File: src/rtl/qc_row_xor_accumulator.sv
// -----------------------------------------------------------------------------
// qc_row_xor_accumulator
//
// Purpose:
//   Downstream stage of the cyclic block rotator in the QC-LDPC encoder
//   datapath. For one base-matrix row it takes one rotated Z-bit sub-block
//   per column and XOR-accumulates them into a single parity sub-block. The
//   result goes to the parity write-back stage over a valid/ready handshake.
//   Data is MSB-aligned. Only the top `width` bits are significant, and all
//   bits below them are forced to zero.
//
// Ports:
//   clk         in   rising-edge clock
//   rst         in   synchronous, active-high reset (highest priority)
//   start       in   begin a row; latches num_cols and the width mask
//   num_cols    in   beats in the row, legal range 1..MAX_COLS
//   width       in   effective sub-block bits (MSB-aligned), 0 = MAX_BLOCK_SIZE
//   in_valid    in   in_vector valid
//   in_ready    out  accumulator accepts a beat (registered)
//   in_vector   in   rotated sub-block from the rotator
//   out_valid   out  parity sub-block valid (registered)
//   out_ready   in   downstream accepts the result
//   out_vector  out  accumulated, masked parity sub-block
//   busy        out  high whenever the controller is not idle
//   err         out  one-cycle pulse on a protocol error
// -----------------------------------------------------------------------------
module qc_row_xor_accumulator #(
    parameter  int MAX_BLOCK_SIZE = 64,
    parameter  int MAX_COLS       = 24,
    localparam int WIDTH          = $clog2(MAX_BLOCK_SIZE),
    localparam int COL_W          = $clog2(MAX_COLS + 1)
) (
    input  logic                      clk,
    input  logic                      rst,
    input  logic                      start,
    input  logic [COL_W-1:0]          num_cols,
    input  logic [WIDTH-1:0]          width,
    input  logic                      in_valid,
    output logic                      in_ready,
    input  logic [MAX_BLOCK_SIZE-1:0] in_vector,
    output logic                      out_valid,
    input  logic                      out_ready,
    output logic [MAX_BLOCK_SIZE-1:0] out_vector,
    output logic                      busy,
    output logic                      err
);

    localparam int                      SHAMT_W   = WIDTH + 1;
    localparam logic [COL_W-1:0]        MAX_COLS_C = COL_W'(MAX_COLS);
    localparam logic [MAX_BLOCK_SIZE-1:0] ALL_ONES = '1;

    typedef enum logic [1:0] {
        S_IDLE  = 2'd0,
        S_ACCUM = 2'd1,
        S_HOLD  = 2'd2
    } state_t;

    state_t                    r_state;
    logic [MAX_BLOCK_SIZE-1:0] r_acc;
    logic [MAX_BLOCK_SIZE-1:0] r_mask;
    logic [MAX_BLOCK_SIZE-1:0] r_out_vector;
    logic [COL_W-1:0]          r_cnt;
    logic [COL_W-1:0]          r_num_cols;
    logic                      r_out_valid;
    logic                      r_in_ready;
    logic                      r_busy;
    logic                      r_err;

    logic [SHAMT_W-1:0]        w_shamt;
    logic [MAX_BLOCK_SIZE-1:0] w_mask;
    logic                      w_start_legal;
    logic                      w_beat;
    logic                      w_last;
    logic                      w_hs;
    logic [MAX_BLOCK_SIZE-1:0] w_acc_next;

    // MSB-aligned mask. Shifting all-ones left by (Z - width) is the same as
    // ~((1 << (Z - width)) - 1). width==0 selects the full sub-block.
    always_comb begin
        w_shamt = SHAMT_W'(MAX_BLOCK_SIZE) - SHAMT_W'(width);
        if (width == '0) begin
            w_mask = ALL_ONES;
        end else begin
            w_mask = ALL_ONES << w_shamt;
        end
    end

    assign w_start_legal = (num_cols != '0) && (num_cols <= MAX_COLS_C);

    // in_ready is a registered decode of ACCUM, so accepting a beat never
    // depends combinationally on in_valid.
    assign w_beat     = in_valid & r_in_ready;
    assign w_last     = (r_cnt == (r_num_cols - COL_W'(1)));
    assign w_hs       = r_out_valid & out_ready;
    assign w_acc_next = r_acc ^ (in_vector & r_mask);

    always_ff @(posedge clk) begin
        if (rst) begin
            r_state      <= S_IDLE;
            r_acc        <= '0;
            r_mask       <= '0;
            r_out_vector <= '0;
            r_cnt        <= '0;
            r_num_cols   <= '0;
            r_out_valid  <= 1'b0;
            r_in_ready   <= 1'b0;
            r_busy       <= 1'b0;
            r_err        <= 1'b0;
        end else begin
            r_err <= 1'b0;
            case (r_state)
                S_IDLE: begin
                    if (start) begin
                        if (w_start_legal) begin
                            r_num_cols <= num_cols;
                            r_mask     <= w_mask;
                            r_acc      <= '0;
                            r_cnt      <= '0;
                            r_state    <= S_ACCUM;
                            r_in_ready <= 1'b1;
                            r_busy     <= 1'b1;
                        end else begin
                            r_err <= 1'b1;
                        end
                    end
                end

                S_ACCUM: begin
                    // A start here is a protocol error. The row keeps going.
                    if (start) begin
                        r_err <= 1'b1;
                    end
                    if (w_beat) begin
                        r_acc <= w_acc_next;
                        r_cnt <= r_cnt + COL_W'(1);
                        if (w_last) begin
                            r_out_vector <= w_acc_next;
                            r_out_valid  <= 1'b1;
                            r_in_ready   <= 1'b0;
                            r_state      <= S_HOLD;
                        end
                    end
                end

                S_HOLD: begin
                    if (w_hs) begin
                        r_out_valid <= 1'b0;
                        if (start && w_start_legal) begin
                            // Back-to-back row: skip the IDLE bubble.
                            r_num_cols <= num_cols;
                            r_mask     <= w_mask;
                            r_acc      <= '0;
                            r_cnt      <= '0;
                            r_state    <= S_ACCUM;
                            r_in_ready <= 1'b1;
                        end else begin
                            r_state <= S_IDLE;
                            r_busy  <= 1'b0;
                            if (start) begin
                                r_err <= 1'b1;
                            end
                        end
                    end else if (start) begin
                        r_err <= 1'b1;
                    end
                end

                default: begin
                    r_state     <= S_IDLE;
                    r_out_valid <= 1'b0;
                    r_in_ready  <= 1'b0;
                    r_busy      <= 1'b0;
                end
            endcase
        end
    end

    assign in_ready   = r_in_ready;
    assign out_valid  = r_out_valid;
    assign out_vector = r_out_vector;
    assign busy       = r_busy;
    assign err        = r_err;

endmodule

File: config.mk
export PLATFORM = sky130hd
export DESIGN_NAME = qc_row_xor_accumulator
export DESIGN_NICKNAME = d
export VERILOG_FILES = /design/src/rtl/qc_row_xor_accumulator.sv
export SDC_FILE = /design/constraint.sdc
export NUM_CORES = 1
export LEC_CHECK = 0
export CAP_MARGIN = 15
export CORE_ASPECT_RATIO = 1.4
export CORE_MARGIN = 2
export CORE_UTILIZATION = 50
export DETAILED_ROUTE_END_ITERATION = 8
export PLACE_DENSITY = 0.72
export SYNTH_ARGS = -nofsm -noshare
export SYNTH_HDL_FRONTEND = slang
export SYNTH_SLANG_ARGS = --single-unit
File: constraint.sdc
create_clock -name clk -period 2.3 [get_ports clk]
set_input_delay 0.345 -clock clk [delete_from_list [all_inputs] [get_ports clk]]
set_output_delay 0.345 -clock clk [all_outputs]
set_load 0.01 [all_outputs]
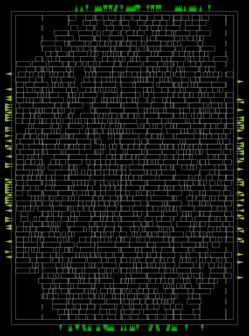
Figure 1: run 1, placed standard cells.
final std cells w/o fill: 1,534
Core ar.: 18,400 um2
fraction of area in registers: 33.8%
n_taps: 244

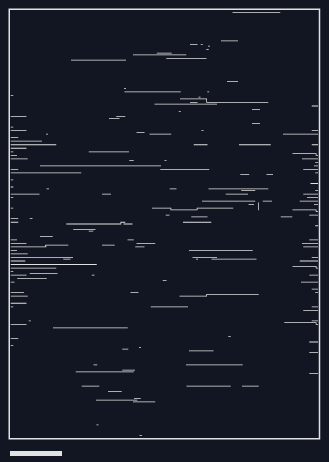
Figure 2: run 1, signal wires on met3.
Scale bar: 20 um.
main direction	horizontal
share of all routed wire	4.5%
wire length on this layer	1,180 um

==> results.txt, run 1 <==
run metrics: status=finished clean, post-route setup slack=102 ps, Final Power=0.00877 W, Vias/cell=5.56, clock buf count=25, Ports=around 150, Root Driver=clkbuf_16, Leading cell kind=logic gates, worst rel slew slack=48.9%, max layer used=met4, Reg clk slew, reported paths=60 ps, num sequential=208, pwr dens=approximately 700 nW/um2, Commonest Layout Cell=dfxtp_1, Slew Limit Fails=0, HPWL after detailed placement=16,800 um, Setup TNS=0 ps, FP Util=roughly half, Filler cells=1,517, Tcrit/Tclk final=95.6%, average cell area after synthesis=8.38 um2, Synth Area in Adders=0.809%, final hold slack=~250 ps, clock power share=43.3%, Worst path top cell family by delay=simple AND/OR/NAND/NOR gates, Clk power=0.00379 W, number of flops mapped to enable cells by yosys=0, Congestion Overflow GR=0, CTS hold repair buffers=0, xor+xnor area frac=around 6.7%, Yosys Chip Area=9290 um2, placed insts=1,489, 1st-pass router iterations=7, sw frac=25.2%, Post-Syn Area=9290 um2, total routed wirelength=26,100 um, Fmax achieved=around 450 MHz, Placer Congestion=0.905, Clock-cell share=6.26%, MUX share of area=0.323%, FP Rows=59, critical path fanouts, max=7, vias in the first global route=8,055, met2 usage=45.6%, Cell variety after synth=53, Synth Seq Share=44.8%, number of max-cap violations=0, nature of the critical path endpoint=flop, Die H=165 um, worst endpoint required time=about 2700 ps, wire per inst=17.0 um, count of plain and timing-repair buffers in the layout=around 230, fraction of layout cells with a size suffix above 1=roughly 11%, Fin. Hold Viols=0, Largest stage delay, worst path=350 ps, Net Sw Power=0.00221 W, initial antenna violation count=0, Latency at later pin=500 ps, top power group=registers, cell area after layout=12,300 um2, total CTS buffers=21, Max H-tree Level=1, # setup viols final=0, final setup skew=12.7 ps, Dominant comb cell=AND-OR/OR-AND gates, final worst path period need=2200 ps, seq pwr=approximately 0.0038 W, largest net degree at the start of global routing=68, most frequent cells in the layout=dfxtp_1 (207), nand2_1 (187), a21oi_1 (157), FFs w/ async S/R, synth=0%, ANT cells=0, sequential power share=43.3%
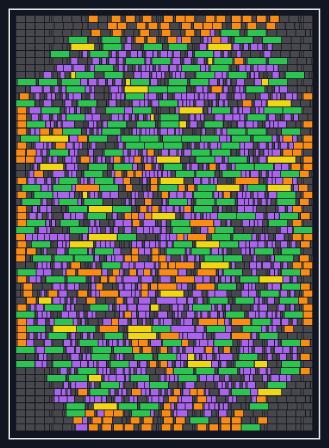
Figure 3: run 1, cells coloured by class.
Fill, decap, tap and diode cells in grey.
class	colour	cells	share of their area
combinational and other logic	purple	818	40%
flops	green	208	35%
other buffers and delay cells	orange	226	19%
clock drivers and dummy loads	yellow	38	6.4%

run 1: what timing repair did:
item	4_1_cts	5_1_grt
endpoints found under the setup margin	0	58
setup buffers	0	1
gates resized	0	6
run 1: Yosys cell counts (2+ instances only):
cell type	count	area [um2]
nand3_1	2	10.0
or3_1	6	37.5
buf_4	3	22.5
a211oi_1	85	638
mux2i_1	3	30.0
nand2b_1	6	37.5
a21oi_1	157	786
clkbuf_1	41	154
xor2_1	65	569
a211oi_2	6	75.1
buf_1	7	26.3
and2_1	4	25.0
o21a_1	2	15.0
o21bai_1	2	15.0
nand3b_1	2	15.0
o21ai_0	32	160
o211ai_1	2	15.0
nand4_1	3	18.8
xnor2_1	6	52.6
buf_2	23	115
nand3_2	2	20.0
ha_1	6	75.1
or2_2	2	12.5
dfxtp_1	208	4160
nand2_1	187	702
buf_6	7	78.8
nor2_1	49	184
a22o_1	5	43.8
a21o_1	65	488
inv_1	10	37.5
nor2b_1	4	25.0
nor3_1	79	395
nor3b_1	5	37.5
nor4_1	3	18.8
run 1: worst paths after layout:
check | from | to | slack, ps | depth (start not counted)
max | r_num_cols[0] | out_vector[12] | 100 | 9
min reg2reg | r_mask[31] | r_mask[31] | 460 | 2
min | rst | r_num_cols[4] | 250 | 2
max reg2reg | r_num_cols[0] | out_vector[12] | 100 | 9
run 1: registers in the layout, indices dropped and copies added, names as in the netlist:
signal / flops
busy: 1
in_ready: 1
out_vector: 64
out_valid: 1
err: 1
r_cnt: 5
r_acc: 64
r_state: 2
r_num_cols: 5
r_mask: 64
run 1: cell families (layout without fill, tap and decap cells):
group | Yosys count | after routing
compound gates | 367 | 367
xor+xnor | 71 | 71
fa+ha+maj | 6 | 6
buf+inv | 92 | 274
flops | 208 | 208
mux | 3 | 3
simple gates | 361 | 361
==> inputs of run 2 (changes only) <==
--- a/config.mk
+++ b/config.mk
@@ -6,7 +6,7 @@
 export NUM_CORES = 1
 export LEC_CHECK = 0
 export CAP_MARGIN = 15
-export CORE_ASPECT_RATIO = 1.4
+export CORE_ASPECT_RATIO = 1.1
 export CORE_MARGIN = 2
 export CORE_UTILIZATION = 50
 export DETAILED_ROUTE_END_ITERATION = 8
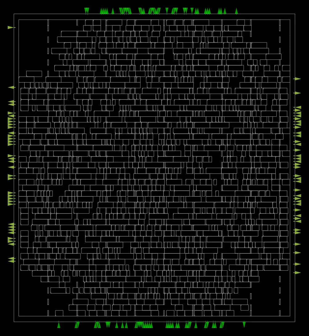
Figure 4: run 2, placed standard cells.
FP Rows: 52
Core ar.: 18,300 um2
final std cells w/o fill: 1,536
num sequential: 208

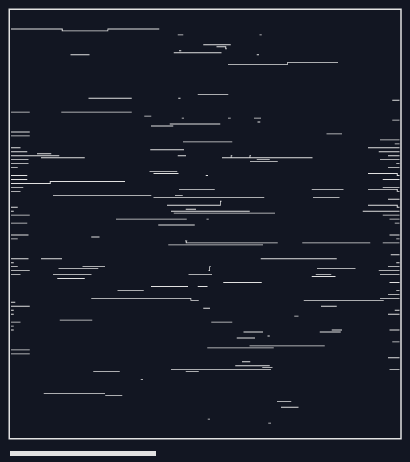
Figure 5: run 2, signal wires on met3.
Scale bar: 50 um.
share of all routed wire	5.6%
longest straight run	37.7 um

==> run 2 against run 1 <==
Effect of this change: final cell count increased by 0.13%; synthesized area is the same; critical path depth is the same; clock-buffer cell count increased by 9; critical path type unchanged; highest routed layer unchanged.
==> results.txt, run 2 <==
run metrics: fraction of layout cells with a size suffix above 1=11.0% (-0.26 points), sw frac=25.9% (+0.68 points), clk sink count=about 210, Post-Syn Area=9290 um2 (unchanged), Internal=0.00614 W, Worst-Margin Slew=about 570 ps, most frequent cells in the layout=dfxtp_1 (208), nand2_1 (187), a21oi_1 (157), Comb pwr share=14.4%, Max H-tree Level=1 (unchanged), post-route setup slack=121 ps (+19.3 ps), Root Driver=clkbuf_16, vias in the first global route=8,156 (+1.3%), Place WS=-199 ps, worst vdd ir=0.501 mV, Fmax achieved=459 MHz (+0.89%), Crit path arrival time=2580 ps, FFs w/ async S/R, synth=0% (unchanged), Net Sw Power=0.00214 W (-3.1%), leakage=4.93 nW, Filler cells=1,539 (+1.5%), most common library cells after synthesis=dfxtp_1 (208), nand2_1 (187), a21oi_1 (157), Yosys Chip Area=9290 um2 (unchanged), seq pwr=0.00380 W (about the same), cell count of the worst reg-to-reg path=9 (unchanged), 1st-iter DRT viols=402, slowest CP cell=or3_4, hold depth=2 (unchanged), number of max-cap violations=0 (unchanged), Clk power=0.00329 W (-13%), HPWL after detailed placement=17,100 um (+1.8%), top power group=registers, Commonest Layout Cell=dfxtp_1, post-synth top area share=44.8% (unchanged), status=finished clean, ANT nets after route=0, ys cells=between 1,000 and 1,500, Placer Congestion=0.965 (+6.7%), # setup viols final=0 (unchanged), Worst Setup Path Type=flop to flop, Area Growth Syn to Fin=31.2%, Ports=148 (unchanged), Worst path top cell family by delay=simple AND/OR/NAND/NOR gates, first-pass GRT wire length=40,500 um, number of flops mapped to enable cells by yosys=0 (unchanged), largest net degree at the start of global routing=68 (unchanged), worst hold-check path type=input pin to flop, Post-synth area hogs=dfxtp_1 (45%), a21oi_1 (8.5%), nand2_1 (7.6%), a211oi_1 (6.9%), xor2_1 (6.1%), nature of the critical path endpoint=flop, Die Size=19,700 um2, pwr dens=680 nW/um2 (-4.4%), number of port buffers=147, worst endpoint required time=2700 ps (+50 ps), crit-path cells=inv_1, ha_1, xnor2_1, or3_4, nor3_4, buf_4, buf_12, a21oi_1, a211oi_1, Slew Limit Fails=0 (unchanged), FP Util=50.8% (+0.27 points), sequential power share=45.8% (+2.5 points), Fin. Hold Viols=0 (unchanged), critical path fanouts, max=23 (+16), worst rel slew slack=62.2% (+13 points), Synth warnings=0, Synth area leader=dfxtp_1, final hold slack=245 ps (-3.28 ps), Die Span X=134 um, Reg clk slew, reported paths=60 ps (about the same), CTS hold repair buffers=0 (unchanged), Critical Path Stages=9 (unchanged), clock power share=39.8% (-3.5 points), Tool Warnings=28, initial antenna violation count=0 (unchanged), Largest stage delay, worst path=360 ps (about the same), Synthesized Nets=approximately 1,200, placed insts=1,496 (+0.47%), Main synth FF type=dfxtp_1, average cell area after synthesis=8.38 um2 (unchanged), 1st-pass router iterations=4 (-3), Syn Inst Count=~1,100, Logic power comb=0.00119 W, final worst path period need=2180 ps (-19.3 ps), CP startpoint kind=flop, via count=~8,600, crit path buf inv count=3, Latency at later pin=500 ps (about the same), most frequent cell after synthesis=dfxtp_1, final setup skew=9.17 ps (-3.55 ps), Tcrit/Tclk final=94.7% (-0.84 points), total routed wirelength=25,200 um (-3.4%), ANT cells=0 (unchanged), Die H=147 um (-11%), Congestion Overflow GR=0 (unchanged), wire per inst=16.4 um (-3.5%), Final nets=1,365, Tot GR Track Use=between 20 and 25%, drc violations=0, Yosys reg bits=208, CTS tree=yes, Cell variety after synth=53 (unchanged), Synth Seq Share=44.8% (unchanged), total CTS buffers=21 (unchanged), Vias/cell=5.58 (+0.44%), clock buffer depth=3
[run 2: cell counts after synthesis]
No cell type changed its count.
[run 2: cells by family (layout without fill, tap and decap cells)]
kind of cell	count (synthesis)	count (layout)	share of synthesized area (%)
compound gates	367	367	25.2
simple gates	361	361	17.4
flops	208	208	44.8
buf+inv	92	277	4.73
xor+xnor	71	71	6.70
fa+ha+maj	6	6	0.808
mux	3	3	0.323
[run 2: cell type report]
cell class	count	area (um2)	share of cell area, %
Inverter	10	37.5	0.308
Tap cell	243	304	2.50
Multi-Input combinational cell	808	4740	38.9
Clock buffer	34	644	5.29
Timing Repair Buffer	230	2280	18.7
Sequential cell	208	4160	34.2
Clock inverter	3	18.8	0.154
[run 2: timing repair]
item                                    CTS  global route
endpoints found under the setup margin    0            61
buffers inserted                          0             2
gates resized                             0             4
[run 2: metal layers]
metal	vias up	GRT usage, %	wire, um
met5	-	0	0
met4	0	7.18	474
met3	36	3.07	1400
met2	240	42.3	12300
met1	4044	33.4	11000
li1	4257	-	-
[run 2: path summary, 6_finish.rpt]
path	startpoint	endpoint	slack, ps
hold reg to reg	r_mask[19]	r_mask[19]	460
setup reg to reg	r_num_cols[0]	out_vector[5]	120
hold / removal	rst	r_mask[63]	240
setup / recovery	r_num_cols[0]	out_vector[5]	120
[run 2: metrics by stage]
stage / cell area, um2 / TNS [ps] / total power, W / util, %
after floorplan: 9290 / 0 / 0.00451 / -
after global placement: 11500 / -6870 / 0.00503 / 62.7
after detailed placement: 11500 / -10990 / 0.00505 / 62.7
after CTS: 12100 / 0 / 0.00833 / 66.3
after global routing: 12200 / -167 / 0.00861 / 66.6
final: 12200 / 0 / 0.00828 / 66.6
Figure 6. Signal wires on met2 (run 2).
Cells faint in the background.
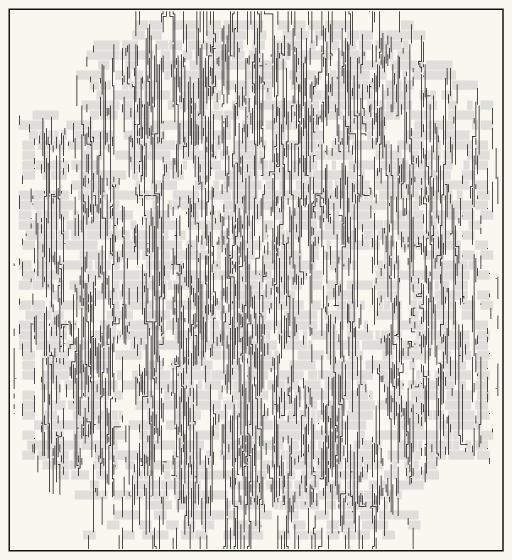

==> inputs of run 3 (changes only) <==
--- a/config.mk
+++ b/config.mk
@@ -6,7 +6,7 @@
 export NUM_CORES = 1
 export LEC_CHECK = 0
 export CAP_MARGIN = 15
-export CORE_ASPECT_RATIO = 1.1
+export CORE_ASPECT_RATIO = 1.25
 export CORE_MARGIN = 2
 export CORE_UTILIZATION = 50
 export DETAILED_ROUTE_END_ITERATION = 8
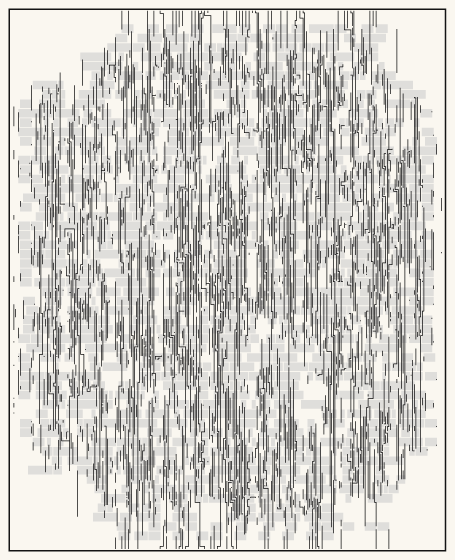
Figure 7: run 3, signal wires on met2.
Cells faint in the background.
share of all routed wire	48%
longest straight run	69.9 um

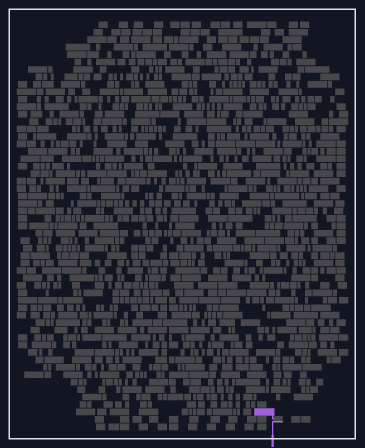
Figure 8: run 3, port wiring.
port	colour	bits	direction	end cells	buffers	wire
err	purple	1	output	1	1	11.9 um

==> run 3 against run 2 <==
Effect of this change: maximum frequency shrank 2.3%; critical path depth is the same; first-iteration DRC count grew 50%; sequential cell count is the same; critical path type unchanged; largest cell class unchanged; highest routed layer unchanged.
==> results.txt, run 3 <==
run metrics: FFs w/ async S/R, synth=0% (unchanged), worst rel slew slack=64.3% (+2.1 points), Final Power=0.00838 W (+1.2%), Vias/cell=5.62 (+0.71%), number of flops mapped to enable cells by yosys=0 (unchanged), Fmax achieved=448 MHz (-2.3%), critical path fanouts, max=18 (-22%), fin util=67.6% (+0.98 points), most frequent cell after synthesis=dfxtp_1, Synth warnings=0 (unchanged), Tcrit/Tclk final=97.0% (+2.2 points), post-route setup slack=69.7 ps (-51.7 ps), Synth Seq Share=44.8% (unchanged), Tot GR Track Use=25.0% (about the same), Post-synth area hogs=dfxtp_1 (45%), a21oi_1 (8.5%), nand2_1 (7.6%), a211oi_1 (6.9%), xor2_1 (6.1%), max layer used=met4, worst vdd ir=0.538 mV (+7.3%), initial antenna violation count=0 (unchanged), xor+xnor area frac=6.70% (unchanged), Ports=148 (unchanged), layer with the highest usage=met2, post-synth top area share=44.8% (unchanged), Yosys Chip Area=9290 um2 (unchanged), CP startpoint kind=flop, clock power share=40.4% (+0.6 points), final std cells w/o fill=1,523 (-0.85%), FF-to-FF setup slack=70 ps (-50 ps), Setup TNS=0 ps (unchanged), Syn Inst Count=1,108 (unchanged), Dominant comb cell=AND-OR/OR-AND gates, Root Driver=clkbuf_16, hold depth=2 (unchanged), Die Size=19,700 um2 (about the same), Placer Congestion=0.929 (-3.7%), average cell area after synthesis=8.38 um2 (unchanged), Congestion Overflow GR=0 (unchanged), wire per inst=17.2 um (+4.6%), Commonest Layout Cell=dfxtp_1, Core ar.=18,200 um2 (-0.63%), Max H-tree Level=1 (unchanged), Placed Area=11,500 um2 (about the same), sequential power share=45.3% (-0.5 points), status=finished clean, clock buffer depth=3 (unchanged), pwr dens=682 nW/um2 (+0.38%), Simple-Gate Fraction of Synth Area=17.4% (unchanged), Worst-Margin Slew=536 ps (-31.6 ps), Reg clk slew, reported paths=60 ps (about the same), met2 wire length=12,600 um (+2.8%), FP Util=51.1% (+0.32 points), Die Span X=126 um (-6.0%), via count=8,565 (-0.14%), most common library cells after synthesis=dfxtp_1 (208), nand2_1 (187), a21oi_1 (157), met1 usage=32.8% (-0.66 points), Synthesized Nets=1,194 (unchanged), length of routed met3 wiring=1560 um (+11%), vias in the first global route=8,058 (-1.2%), Critical R2R Launch=r_num_cols[1], leakage=4.98 nW (+1.0%), Latency at later pin=500 ps (about the same), Crit path arrival time=2590 ps (about the same), CTS tree=yes, first-pass GRT wire length=40,600 um (+0.41%), 1st-iter DRT viols=603 (+50%), Place WS=-287 ps (-88.4 ps), worst endpoint required time=2660 ps (-40 ps)
==> run 3: netlist changes by cell type in the layout (fill, tap and decap cells not counted) <==
| cell | before | now |
|---|---|---|
| and2_2 | 1 | 0 |
| a211oi_1 | 82 | 83 |
| buf_4 | 69 | 65 |
| clkbuf_8 | 7 | 9 |
| and2_4 | 0 | 1 |
| clkbuf_16 | 22 | 25 |
| a211oi_2 | 9 | 8 |
| clkbuf_1 | 6 | 5 |
| buf_12 | 13 | 16 |
| clkinv_2 | 2 | 1 |
==> run 3: cell type report <==
class	instances	area, um2
Fill cell	1524	5880
Multi-Input combinational cell	808	4740
Inverter	10	37.5
Tap cell	228	285
Clock inverter	2	13.8
Sequential cell	208	4160
Timing Repair Buffer	232	2380
Clock buffer	35	668
==> run 3: power groups by stage <==
stage	combinational, W	sequential [W]	clock [W]
2_1_floorplan	0.000668	0.00384	0
4_1_cts	0.00119	0.00380	0.00342
6_report	0.00120	0.00380	0.00339
3_3_place_gp	0.00117	0.00387	0
3_5_place_dp	0.00118	0.00388	0
5_1_grt	0.00131	0.00380	0.00357
==> run 3: worst max path at each step <==
stage	startpoint	end
3_5_place_dp	width[1]	r_mask[61]
4_1_cts	r_num_cols[1]	out_vector[52]
6_report	r_num_cols[1]	out_vector[51]
3_3_place_gp	width[1]	r_mask[61]
2_1_floorplan	r_num_cols[0]	out_vector[23]
5_1_grt	r_num_cols[1]	out_vector[51]
==> run 3: repair_timing <==
action                                  in CTS  in global routing
resized                                      0                  4
hold buffers                                 0                  0
endpoints found under the setup margin       0                 21
setup buffers                                0                  1
==> run 3: critical path, stage by stage, from the launching register on <==
cell	delay, ps
dfxtp_1	350
inv_1	50
ha_1	280
xnor2_1	120
or3_4	350
nor3_4	230
buf_12	150
and2_4	260
clkbuf_16	220
a211oi_1	70
Power and IR drop assume default switching activity.
